<file path="src/rtl/seg_scan_driver.sv">
// seg_scan_driver
//   Time-multiplexed driver for two 4-digit seven-segment blocks showing
//   hh-mm-ss-xx from packed-BCD stopwatch buses. A free-running slot divider
//   steps a shared digit select. Inputs are snapshotted once per frame so a
//   frame is always coherent. Each slot opens with a blank window to suppress
//   ghosting. Masked fields blink while in set mode.
//
// Ports
//   clk, rst      system clock; asynchronous active-low reset
//   en            display enable (0 darkens outputs, counters keep running)
//   hh/mm/ss/xx   packed BCD {tens,units}
//   blink_mask    {hh,mm,ss,xx}, 1 = blink that field
//   wei           one-hot digit select, shared by both blocks
//   duan/duan1    right/left block segments {dp,g,f,e,d,c,b,a}, active-high
module seg_scan_driver #(
  parameter int SCAN_DIV   = 100000,
  parameter int BLANK_CYC  = 1000,
  parameter int BLINK_HALF = 500,
  parameter int DP_EN      = 1
) (
  input  logic       clk,
  input  logic       rst,
  input  logic       en,
  input  logic [7:0] hh,
  input  logic [7:0] mm,
  input  logic [7:0] ss,
  input  logic [7:0] xx,
  input  logic [3:0] blink_mask,
  output logic [3:0] wei,
  output logic [7:0] duan,
  output logic [7:0] duan1
);

  localparam int   CW    = (SCAN_DIV   > 1) ? $clog2(SCAN_DIV)   : 1;
  localparam int   BW    = (BLINK_HALF > 1) ? $clog2(BLINK_HALF) : 1;
  localparam logic DP_ON = (DP_EN != 0);

  logic [CW-1:0] scan_cnt_q, scan_cnt_d;
  logic [1:0]    idx_q, idx_d;
  logic [BW-1:0] blink_cnt_q, blink_cnt_d;
  logic          blink_phase_q, blink_phase_d; // 1 = hidden
  logic [31:0]   snap_q, snap_d;                // {hh,mm,ss,xx}
  logic [3:0]    wei_q, wei_d;
  logic [7:0]    duan_q, duan_d, duan1_q, duan1_d;

  logic          slot_tick;
  logic [3:0]    r_nib, l_nib;
  logic          r_fld, l_fld, r_dp, l_dp;

  function automatic logic [6:0] seg7(input logic [3:0] n);
    case (n)
      4'd0:    seg7 = 7'h3F;
      4'd1:    seg7 = 7'h06;
      4'd2:    seg7 = 7'h5B;
      4'd3:    seg7 = 7'h4F;
      4'd4:    seg7 = 7'h66;
      4'd5:    seg7 = 7'h6D;
      4'd6:    seg7 = 7'h7D;
      4'd7:    seg7 = 7'h07;
      4'd8:    seg7 = 7'h7F;
      4'd9:    seg7 = 7'h6F;
      default: seg7 = 7'h40; // non-BCD nibble shows '-'
    endcase
  endfunction

  always_comb begin
    slot_tick  = (scan_cnt_q == CW'(SCAN_DIV - 1));
    scan_cnt_d = slot_tick ? '0 : scan_cnt_q + CW'(1);
    idx_d      = slot_tick ? idx_q + 2'd1 : idx_q;

    // Capture on the last slot of a frame so idx 0 of the next frame
    // already sees the fresh sample.
    snap_d = snap_q;
    if (slot_tick && idx_q == 2'd3) snap_d = {hh, mm, ss, xx};

    // Held at visible whenever no field is masked, so every set-mode entry
    // starts with a full visible half-period.
    blink_cnt_d   = blink_cnt_q;
    blink_phase_d = blink_phase_q;
    if (blink_mask == 4'b0000) begin
      blink_cnt_d   = '0;
      blink_phase_d = 1'b0;
    end else if (slot_tick) begin
      if (blink_cnt_q == BW'(BLINK_HALF - 1)) begin
        blink_cnt_d   = '0;
        blink_phase_d = ~blink_phase_q;
      end else begin
        blink_cnt_d = blink_cnt_q + BW'(1);
      end
    end

    // Right block: xx then ss; left block: mm then hh (units first).
    r_nib = snap_q[3:0];   l_nib = snap_q[19:16];
    r_fld = blink_mask[0]; l_fld = blink_mask[2];
    r_dp  = 1'b0;          l_dp  = 1'b1;
    case (idx_q)
      2'd1: begin
        r_nib = snap_q[7:4];   l_nib = snap_q[23:20];
        l_dp  = 1'b0;
      end
      2'd2: begin
        r_nib = snap_q[11:8];  l_nib = snap_q[27:24];
        r_fld = blink_mask[1]; l_fld = blink_mask[3];
        r_dp  = 1'b1;
      end
      2'd3: begin
        r_nib = snap_q[15:12]; l_nib = snap_q[31:28];
        r_fld = blink_mask[1]; l_fld = blink_mask[3];
        l_dp  = 1'b0;
      end
      default: ;
    endcase

    wei_d   = 4'b0001 << idx_q;
    duan_d  = {r_dp & DP_ON, (blink_phase_q & r_fld) ? 7'h00 : seg7(r_nib)};
    duan1_d = {l_dp & DP_ON, (blink_phase_q & l_fld) ? 7'h00 : seg7(l_nib)};
    if (!en || scan_cnt_q < CW'(BLANK_CYC)) begin
      wei_d   = '0;
      duan_d  = '0;
      duan1_d = '0;
    end
  end

  always_ff @(posedge clk or negedge rst) begin
    if (!rst) begin
      scan_cnt_q    <= '0;
      idx_q         <= '0;
      blink_cnt_q   <= '0;
      blink_phase_q <= 1'b0;
      snap_q        <= '0;
      wei_q         <= '0;
      duan_q        <= '0;
      duan1_q       <= '0;
    end else begin
      scan_cnt_q    <= scan_cnt_d;
      idx_q         <= idx_d;
      blink_cnt_q   <= blink_cnt_d;
      blink_phase_q <= blink_phase_d;
      snap_q        <= snap_d;
      wei_q         <= wei_d;
      duan_q        <= duan_d;
      duan1_q       <= duan1_d;
    end
  end

  assign wei   = wei_q;
  assign duan  = duan_q;
  assign duan1 = duan1_q;

endmodule
</file>
<file path="config.mk">
export PLATFORM = sky130hd
export DESIGN_NAME = seg_scan_driver
export DESIGN_NICKNAME = d
export VERILOG_FILES = /design/src/rtl/seg_scan_driver.sv
export SDC_FILE = /design/constraint.sdc
export NUM_CORES = 1
export LEC_CHECK = 0
export ABC_AREA = 1
export CORE_AREA = 2 2 127 117
export DETAILED_ROUTE_END_ITERATION = 10
export DIE_AREA = 0 0 129 119
export DONT_BUFFER_PORTS = 1
export GPL_TIMING_DRIVEN = 0
export PLACE_DENSITY = 0.48
export SLEW_MARGIN = 5
export SYNTH_ARGS = -nofsm -noshare
export SYNTH_HDL_FRONTEND = slang
export SYNTH_SLANG_ARGS = --single-unit
</file>
<file path="constraint.sdc">
create_clock -name clk -period 2.4 [get_ports clk]
set_clock_uncertainty 0.15 [all_clocks]
set_input_delay 0.48 -clock clk [delete_from_list [all_inputs] [get_ports clk]]
set_output_delay 0.48 -clock clk [all_outputs]
set_load 0.02 [all_outputs]
</file>
==> results.txt <==
main logic family after synthesis: simple AND/OR/NAND/NOR gates
proportion of power drawn by flip-flops and latches: 0.516
failing checks: hold timing
Rel. slew slack: 0.6529
final tally of hold violations: 80
sequential cell area fraction in the yosys report: 0.4832
fill cell count: 1493
met1 usage in global routing: 0.1884
Yosys top cell by area: sky130_fd_sc_hd__dfrtp_1
count of routing violations after the opening detailed-route iteration: 171
clock transition at the register clock pins on the worst setup and hold paths after CTS: 60 ps
GP Congestion: 0.8393
logic gate fraction of the total cell area: 0.4011
clk pwr: 1.26 mW
final worst setup slack: 229.8 ps
Internal Power: 2.073 mW
sequential portion of the cell area: 0.4278
CTS sink count: 80
number of non-filler instances in the completed layout: 750
timing startpoint of the critical path: idx_q[0]
top power consumer group: sequential cells
number of cells on the critical path: 12
amount of wire on met2 after detailed routing: 4580 um
run status: finished, violations left
commonest cells after routing, fill and taps aside: sky130_fd_sc_hd__nand2_1, sky130_fd_sc_hd__dfrtp_1, sky130_fd_sc_hd__nor2_1
yosys warning tally: 0
IO Count: 59
number of buffer and inverter stages on the critical path: 4
Non-Clock Inverter Count: 48
reg-to-reg endpoint: duan1[3]
Antenna diodes: 0
Worst R2R Setup Slack: 230 ps
Tool Warnings: 32
Critical Path Slowest Stage Cell: sky130_fd_sc_hd__dfrtp_1
leading cell types by count after synthesis: sky130_fd_sc_hd__nand2_1, sky130_fd_sc_hd__dfrtp_1, sky130_fd_sc_hd__nor2_1
final max-slew violation count: 0
layer with the highest usage after global routing: met2
largest net degree at the start of global routing: 81
r2r startpoint: idx_q[0]
logic area: 0.001877 sq mm
hold_ws: -319.0 ps
number of cells in Yosys stat: 536
arrival time at the worst endpoint: 2250 ps
depth of the worst register-to-register path: 12
met1 layer wirelength in the final routing: 4830 um
number of global-route vias before repair: 3353
kind of cell with the highest combined delay on the critical path: adder cells
CP Max Fanout: 10
clock network latency to the later pin of the worst-skew pair: 340 ps
==> images/met1.png <==
Scale bar: 50 um. Supply wires on this layer in gray.
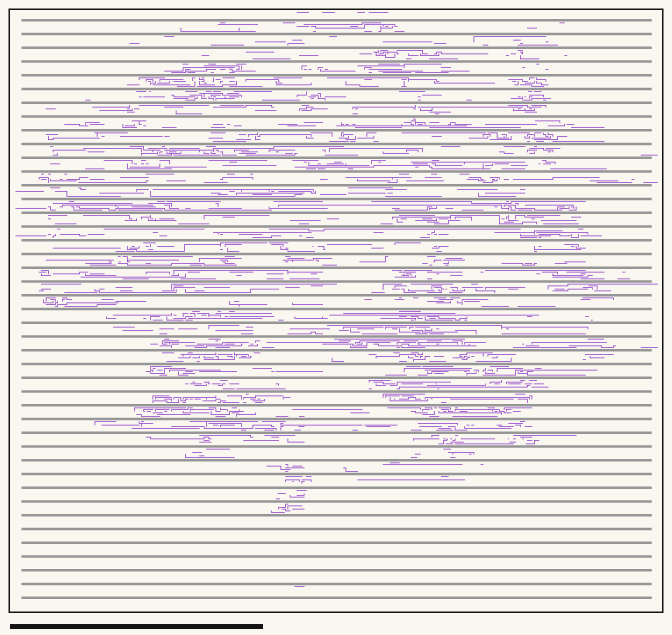
main direction = horizontal
nets with wire on the layer = 540
share of all routed wire = 48%
wire length on this layer = 4830 um
longest straight run = 44.2 um

==> images/met2.png <==
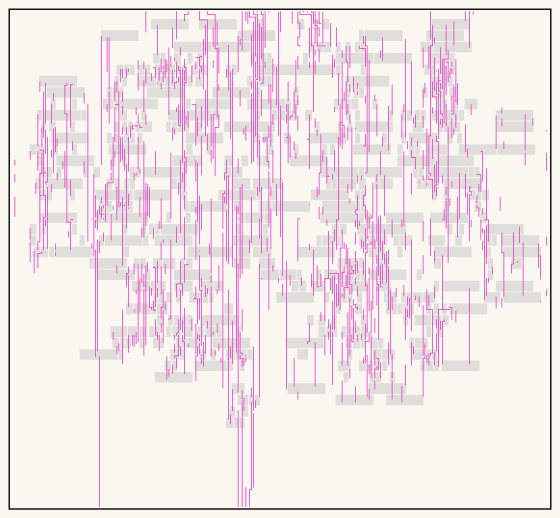
longest straight run = 47.3 um
share of all routed wire = 46%
main direction = vertical

==> images/met3.png <==
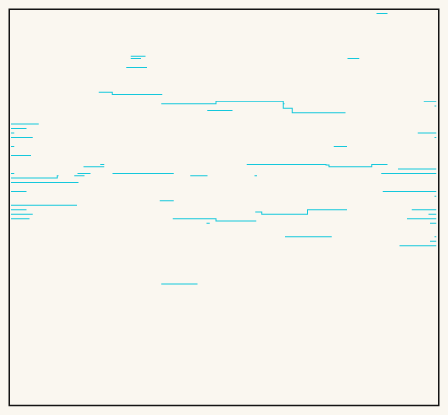
wire length on this layer = 459 um
share of all routed wire = 4.6%
nets with wire on the layer = 43
longest straight run = 23.7 um

==> images/cell_classes.png <==
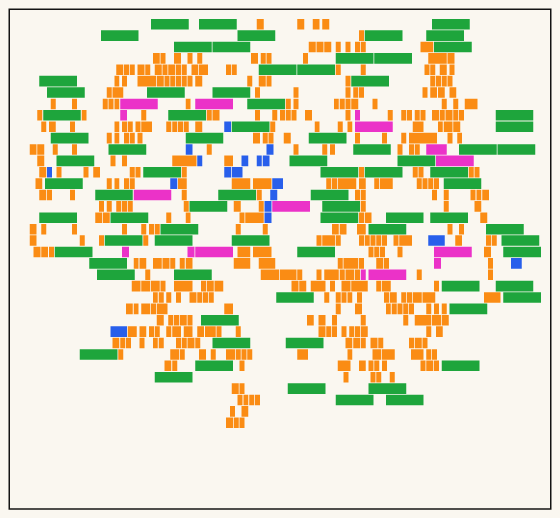
blue -> other buffers and delay cells  # cells 18, share of their area 2.4%
magenta -> clock drivers and dummy loads  # cells 16, share of their area 6.0%
orange -> all other logic  # cells 438, share of their area 46%
green -> flip-flops  # cells 80, share of their area 45%

Power and IR drop assume default switching activity.
